**src/rtl/fp_norm_pack_pkg.sv**
```systemverilog
// Shared definitions for the single-precision adder normalise-and-pack stage.
package fp_norm_pack_pkg;

    typedef enum logic [1:0] {
        ST_IDLE = 2'd0,
        ST_NORM = 2'd1,
        ST_DONE = 2'd2
    } norm_state_e;

    localparam int unsigned EXP_BIAS = 127;
    localparam logic [7:0] EXP_INF = 8'hFF;
    localparam logic [7:0] EXP_MAX_NORMAL = 8'hFE;

    // Packed result field offsets
    localparam int unsigned RES_SIGN_BIT = 31;
    localparam int unsigned RES_EXP_MSB = 30;
    localparam int unsigned RES_EXP_LSB = 23;
    localparam int unsigned RES_FRAC_MSB = 22;
    localparam int unsigned RES_FRAC_LSB = 0;

endpackage

```
**src/rtl/fp_norm_pack.sv**
```systemverilog
// Iterative normaliser: shifts the ALU magnitude one bit per cycle, then packs an IEEE-754 word.
//
// state | meaning
// IDLE  | waiting for an operand, in_ready high
// NORM  | one normalise step per cycle until packed
// DONE  | result held with out_valid until out_ready
module fp_norm_pack
    import fp_norm_pack_pkg::*;
#(
    parameter int DATA_WIDTH = 24,
    parameter int EXP_WIDTH = 8
) (
    input  logic                               clk,
    input  logic                               rst,
    input  logic                               in_valid,
    output logic                               in_ready,
    input  logic [DATA_WIDTH:0]                mant_in,
    input  logic                               sign_in,
    input  logic [EXP_WIDTH-1:0]               exp_in,
    output logic                               out_valid,
    input  logic                               out_ready,
    output logic [EXP_WIDTH+DATA_WIDTH-1:0]    result,
    output logic                               zero,
    output logic                               overflow
);

    localparam int RES_W = EXP_WIDTH + DATA_WIDTH;

    norm_state_e              state, state_nx;
    logic [DATA_WIDTH:0]      mant_r, mant_nx;
    logic [EXP_WIDTH-1:0]     exp_r, exp_nx;
    logic                     sign_r, sign_nx;
    logic [RES_W-1:0]         result_nx;
    logic                     zero_nx, overflow_nx;

    always_ff @(posedge clk or posedge rst) begin
        if (rst) begin
            state    <= ST_IDLE;
            mant_r   <= '0;
            exp_r    <= '0;
            sign_r   <= 1'b0;
            result   <= '0;
            zero     <= 1'b0;
            overflow <= 1'b0;
        end else begin
            state    <= state_nx;
            mant_r   <= mant_nx;
            exp_r    <= exp_nx;
            sign_r   <= sign_nx;
            result   <= result_nx;
            zero     <= zero_nx;
            overflow <= overflow_nx;
        end
    end

    assign in_ready  = (state == ST_IDLE);
    assign out_valid = (state == ST_DONE);

    always_comb begin
        state_nx    = state;
        mant_nx     = mant_r;
        exp_nx      = exp_r;
        sign_nx     = sign_r;
        result_nx   = result;
        zero_nx     = zero;
        overflow_nx = overflow;
        case (state)
            ST_IDLE: begin
                if (in_valid) begin
                    mant_nx  = mant_in;
                    sign_nx  = sign_in;
                    // A zero exponent carries the same scale as exponent 1 (denormal range)
                    exp_nx   = (exp_in == '0) ? EXP_WIDTH'(1) : exp_in;
                    state_nx = ST_NORM;
                end
            end
            ST_NORM: begin
                if (mant_r == '0) begin
                    result_nx   = '0;
                    zero_nx     = 1'b1;
                    overflow_nx = 1'b0;
                    state_nx    = ST_DONE;
                end else if (mant_r[DATA_WIDTH]) begin
                    zero_nx  = 1'b0;
                    state_nx = ST_DONE;
                    if (exp_r == EXP_WIDTH'(EXP_MAX_NORMAL)) begin
                        result_nx   = {sign_r, EXP_WIDTH'(EXP_INF), {(DATA_WIDTH-1){1'b0}}};
                        overflow_nx = 1'b1;
                    end else begin
                        mant_nx     = mant_r >> 1;
                        exp_nx      = exp_r + EXP_WIDTH'(1);
                        result_nx   = {sign_r, exp_nx, mant_r[DATA_WIDTH-1:1]};
                        overflow_nx = 1'b0;
                    end
                end else if (mant_r[DATA_WIDTH-1]) begin
                    result_nx   = {sign_r, exp_r, mant_r[DATA_WIDTH-2:0]};
                    zero_nx     = 1'b0;
                    overflow_nx = 1'b0;
                    state_nx    = ST_DONE;
                end else if (exp_r == EXP_WIDTH'(1)) begin
                    result_nx   = {sign_r, {EXP_WIDTH{1'b0}}, mant_r[DATA_WIDTH-2:0]};
                    zero_nx     = 1'b0;
                    overflow_nx = 1'b0;
                    state_nx    = ST_DONE;
                end else begin
                    mant_nx = mant_r << 1;
                    exp_nx  = exp_r - EXP_WIDTH'(1);
                end
            end
            ST_DONE: begin
                if (out_ready) begin
                    state_nx = ST_IDLE;
                end
            end
            default: state_nx = ST_IDLE;
        endcase
    end

endmodule

```
**config.mk**
```make
export PLATFORM = sky130hd
export DESIGN_NAME = fp_norm_pack
export DESIGN_NICKNAME = d
export VERILOG_FILES = /design/src/rtl/fp_norm_pack_pkg.sv /design/src/rtl/fp_norm_pack.sv
export SDC_FILE = /design/constraint.sdc
export NUM_CORES = 1
export LEC_CHECK = 0
export CELL_PAD_IN_SITES_DETAIL_PLACEMENT = 1
export CELL_PAD_IN_SITES_GLOBAL_PLACEMENT = 2
export CORE_UTILIZATION = 36
export CTS_BUF_LIST = sky130_fd_sc_hd__clkbuf_4 sky130_fd_sc_hd__clkbuf_8
export DETAILED_ROUTE_END_ITERATION = 8
export PLACE_DENSITY_LB_ADDON = 0.12
export REMOVE_ABC_BUFFERS = 1
export SETUP_SLACK_MARGIN = 0.1
export SLEW_MARGIN = 20
export SYNTH_ARGS = -nofsm -noshare
export SYNTH_HDL_FRONTEND = slang
export SYNTH_SLANG_ARGS = --single-unit
export TNS_END_PERCENT = 30
```
**constraint.sdc**
```tcl
create_clock -name clk -period 3.34 [get_ports clk]
set_input_delay 0.334 -clock clk [delete_from_list [all_inputs] [get_ports clk]]
set_output_delay 0.334 -clock clk [all_outputs]
set_load 0.01 [all_outputs]
```
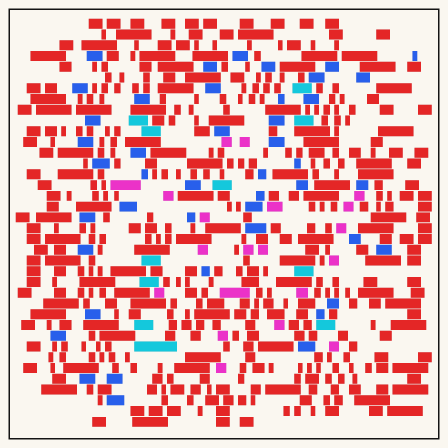
*Sizing map, run 1*
size	color	cells	share
x6 and larger	cyan	11	2.1%
x3 and x4	magenta	20	3.9%
x2	blue	44	8.6%
x1 and smaller	red	438	85%
Final Cell Area: 0.005085 mm²
Plain + repair buffers: 88

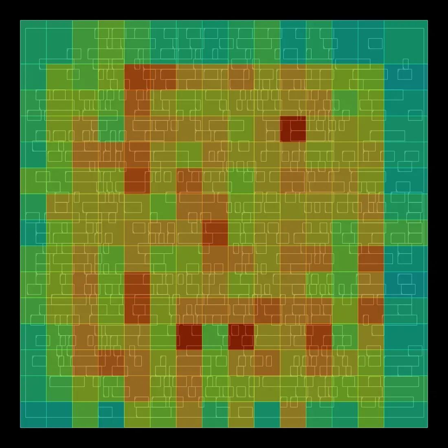
*Routing congestion map, run 1*
met1 GRT Util: 31.79%
GRT Total Usage: 22.54%

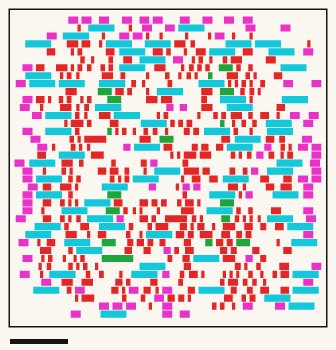
*Placement by cell class, run 1*
The bar under the picture is 20 µm long.
class	color	cells	share of their area
remaining buffers and delay cells	magenta	88	17%
clock drivers and dummy loads	green	16	4.1%
registers	cyan	70	36%
remaining logic cells	red	339	43%

==> results_slide.txt, run 1 <==
Key Metrics from the Run

Power
  • P_seq: 1.76 mW
  • Leakage: 2.143 nW
  • Clock power frac: 13.3%
  • Sw power: 2.401 mW

Clock tree
  • Postcts setup bufs: 0

Run status
  • Status: finished clean

Setup path
  • Worst reg-to-reg setup slack: 0.61 ns
  • Critical Path End: result[9]$_DFFE_PP0P_
  • CP max stage cell: dfrtp_1
  • Reg-to-Reg End: result[9]$_DFFE_PP0P_
  • CP Depth: 6

Routing
  • Final WL: 12.31 mm
  • Post-route DRC: 0
  • Wire length per cell: 18.84 µm

Timing
  • FMAX: 0.3666 GHz
  • Final setup skew: 0.01014 ns
  • RSZ-0062 raised after global routing: false

Synthesis
  • Count of library flops with an enable pin: 0
  • Syn_area_per_cell: 9.121 µm²
  • Most instantiated cells after synthesis: dfrtp_1, a21oi_1, nor2_1, o21ai_0, nand2_1
  • Largest cells by area: dfrtp_1, a21oi_1, mux2_2
  • Cell taking the most area after synthesis: dfrtp_1
  • Yosys stat cell total: 445

Finish
  • Most frequent logic cell in the layout: clkdlybuf4s50_1
  • Largest register by flop count: result
  • Clock buffer count: 10

Placed design
  • Gpl congestion: 0.7803

Floorplan
  • Die Size: 0.01170 mm²
[run 1: per-layer routing]
metal,GRT usage [%],share of wire [%],vias up
li1,-,-,1734
met1,31.79,48,1863
met2,35.99,48,71
met3,3.978,3.2,6
met4,4.795,0.46,0
met5,0,0,-
[run 1: logic make-up after synthesis]
family          Yosys count
buf+inv                  65
compound gates          165
flops                    70
xor+xnor                  1
mux                      25
simple gates            115
fa+ha+maj                 4
[run 1: per-stage QoR]
| step | cell area (µm²) | cells | hold WS [ns] |
|---|---|---|---|
| 3_3_place_gp | 4886 | 637 | 0.4739 |
| 5_1_grt | 5085 | 653 | 0.4844 |
| 6_report | 5085 | 653 | 0.4331 |
| 2_1_floorplan | 3862 | 409 | 0.4416 |
| 3_5_place_dp | 4886 | 637 | 0.4832 |
| 4_1_cts | 5085 | 653 | 0.4511 |
### Nets reached from selected ports, run 1

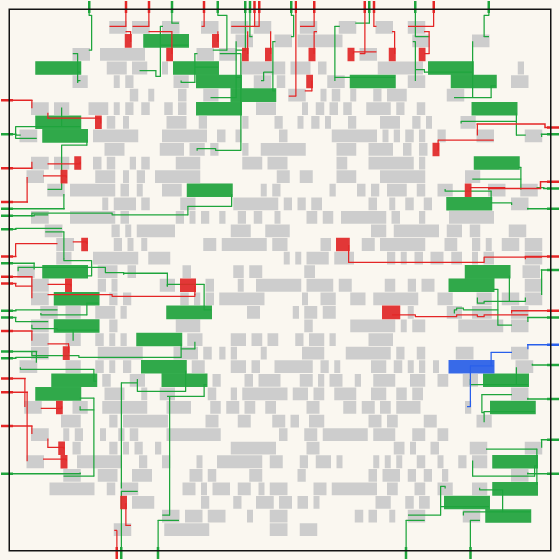

==> run 1 -> run 2 <==
CORE_UTILIZATION = 33   (was 36)
clock period = 2.8 ns   (was 3.34 ns; I/O delays follow)
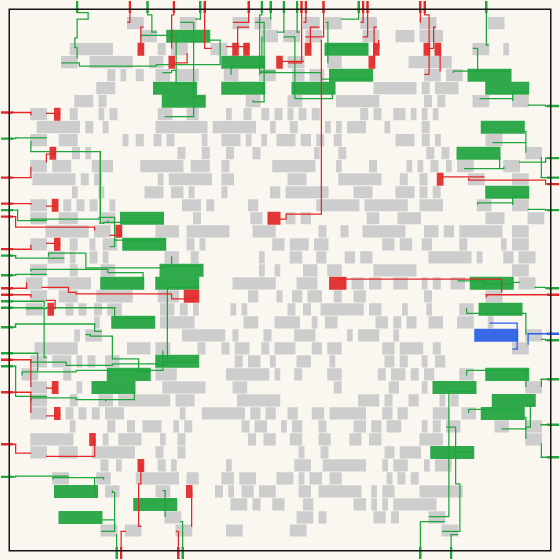
*Nets reached from selected ports, run 2*
port	color	bits	direction	edge	end cells	buffers	wire
`mant_in`	red	25	input	11 top, 10 left, 2 bottom, 2 right	25	25	431 µm
`overflow`	blue	1	output	right	1	1	18.7 µm
`result`	green	32	output	10 left, 9 top, 9 right, 4 bottom	32	32	1010 µm
Ports: 74
IO buf count: 73

==> run 2 against run 1 <==
Net effect:
- sequential share of layout area shrank 0.57 points
- register-to-register slack lost 0.35 ns
- cell area is 1.7% higher
- non-clock buffer count up 4
- fmax increased by 7.3%
- global-route usage is 1.3 points lower
- sequential power up 21%
- clock power grew 36%
- clock skew down 0.0032 ns
- first-iteration DRC count decreased by 22%
- critical path type unchanged
- largest power group unchanged
- highest routed layer unchanged
==> results_slide.txt, run 2 <==
Key Metrics from the Run

Setup path
  • CP max stage cell: or3_4
  • CP Depth: 6 (unchanged)
  • Critical Path End: result[16]$_DFFE_PP0P_
  • Worst reg-to-reg setup slack: 0.26 ns (-0.35 ns)
  • Reg-to-Reg End: result[16]$_DFFE_PP0P_
  • Startpoint types: flip-flop

Floorplan
  • Die Size: 0.01275 mm² (+8.9%)
  • # rows: 40

Finish
  • Fin cells: 664 (+1.7%)
  • Largest register by flop count: result
  • Most frequent logic cell in the layout: clkdlybuf4s50_1
  • Final Cell Area: 0.005170 mm² (+1.7%)

Run status
  • Status: finished clean

Global route
  • GRT Total Usage: 21.25% (-1.3 points)

Power
  • P_seq: 2.13 mW (+21%)
  • Sw power: 2.882 mW (+20%)
  • Clock power frac: 14.7% (+1.4 points)

Timing
  • RSZ-0062 raised after global routing: false
  • FMAX: 0.3934 GHz (+7.3%)
  • Final hold slack: 0.3601 ns (-0.07302 ns)
  • Max-slew violations: 0
  • Final setup skew: 0.006956 ns (-0.003179 ns)

Synthesis
  • Yosys stat cell total: 445 (unchanged)
  • Syn_area_per_cell: 9.121 µm² (unchanged)
  • Most instantiated cells after synthesis: dfrtp_1, a21oi_1, nor2_1, o21ai_0, nand2_1
  • Cell taking the most area after synthesis: dfrtp_1
  • Synth Warn #: 0

Routing
  • Final WL: 12.57 mm (+2.1%)
  • Post-route DRC: 0 (unchanged)
  • Wire length per cell: 18.92 µm (+0.42%)

Clock tree
  • Hold Buf Count CTS: 0
  • Postcts setup bufs: 0 (unchanged)

Placed design
  • Placed inst area: 0.004937 mm² (+1.0%)
  • Cells after DPL: 648 (+1.7%)
  • Gpl congestion: 0.7570 (-3.0%)
## run 2: metal layers
metal	wire [µm]	GRT usage [%]	part of all wire, %	vias to the layer above
li1	-	-	-	1733
met1	6268	29.31	50	1790
met2	5672	33.58	45	89
met3	465	4.124	3.7	13
met4	158	6.930	1.3	0
met5	0	0	0	-
## run 2: final cells by class
class,count,share of cell area (%)
Sequential cell,70,33.88
Timing Repair Buffer,92,17.13
Clock buffer,11,2.928
Multi-Input combinational cell,310,38.82
Tap cell,147,3.558
Clock inverter,5,1.573
Inverter,29,2.106
## run 2: worst reg2reg max path, stage by stage, from the launching register on
cell and delay, ns:
dfrtp_1 0.43, nor4_2 0.42, nand4_2 0.23, or3_4 0.46, a21o_1 0.38, buf_12 0.25
a22o_2 0.27
Power figures rest on the tool's default switching activity, not on a simulated workload.
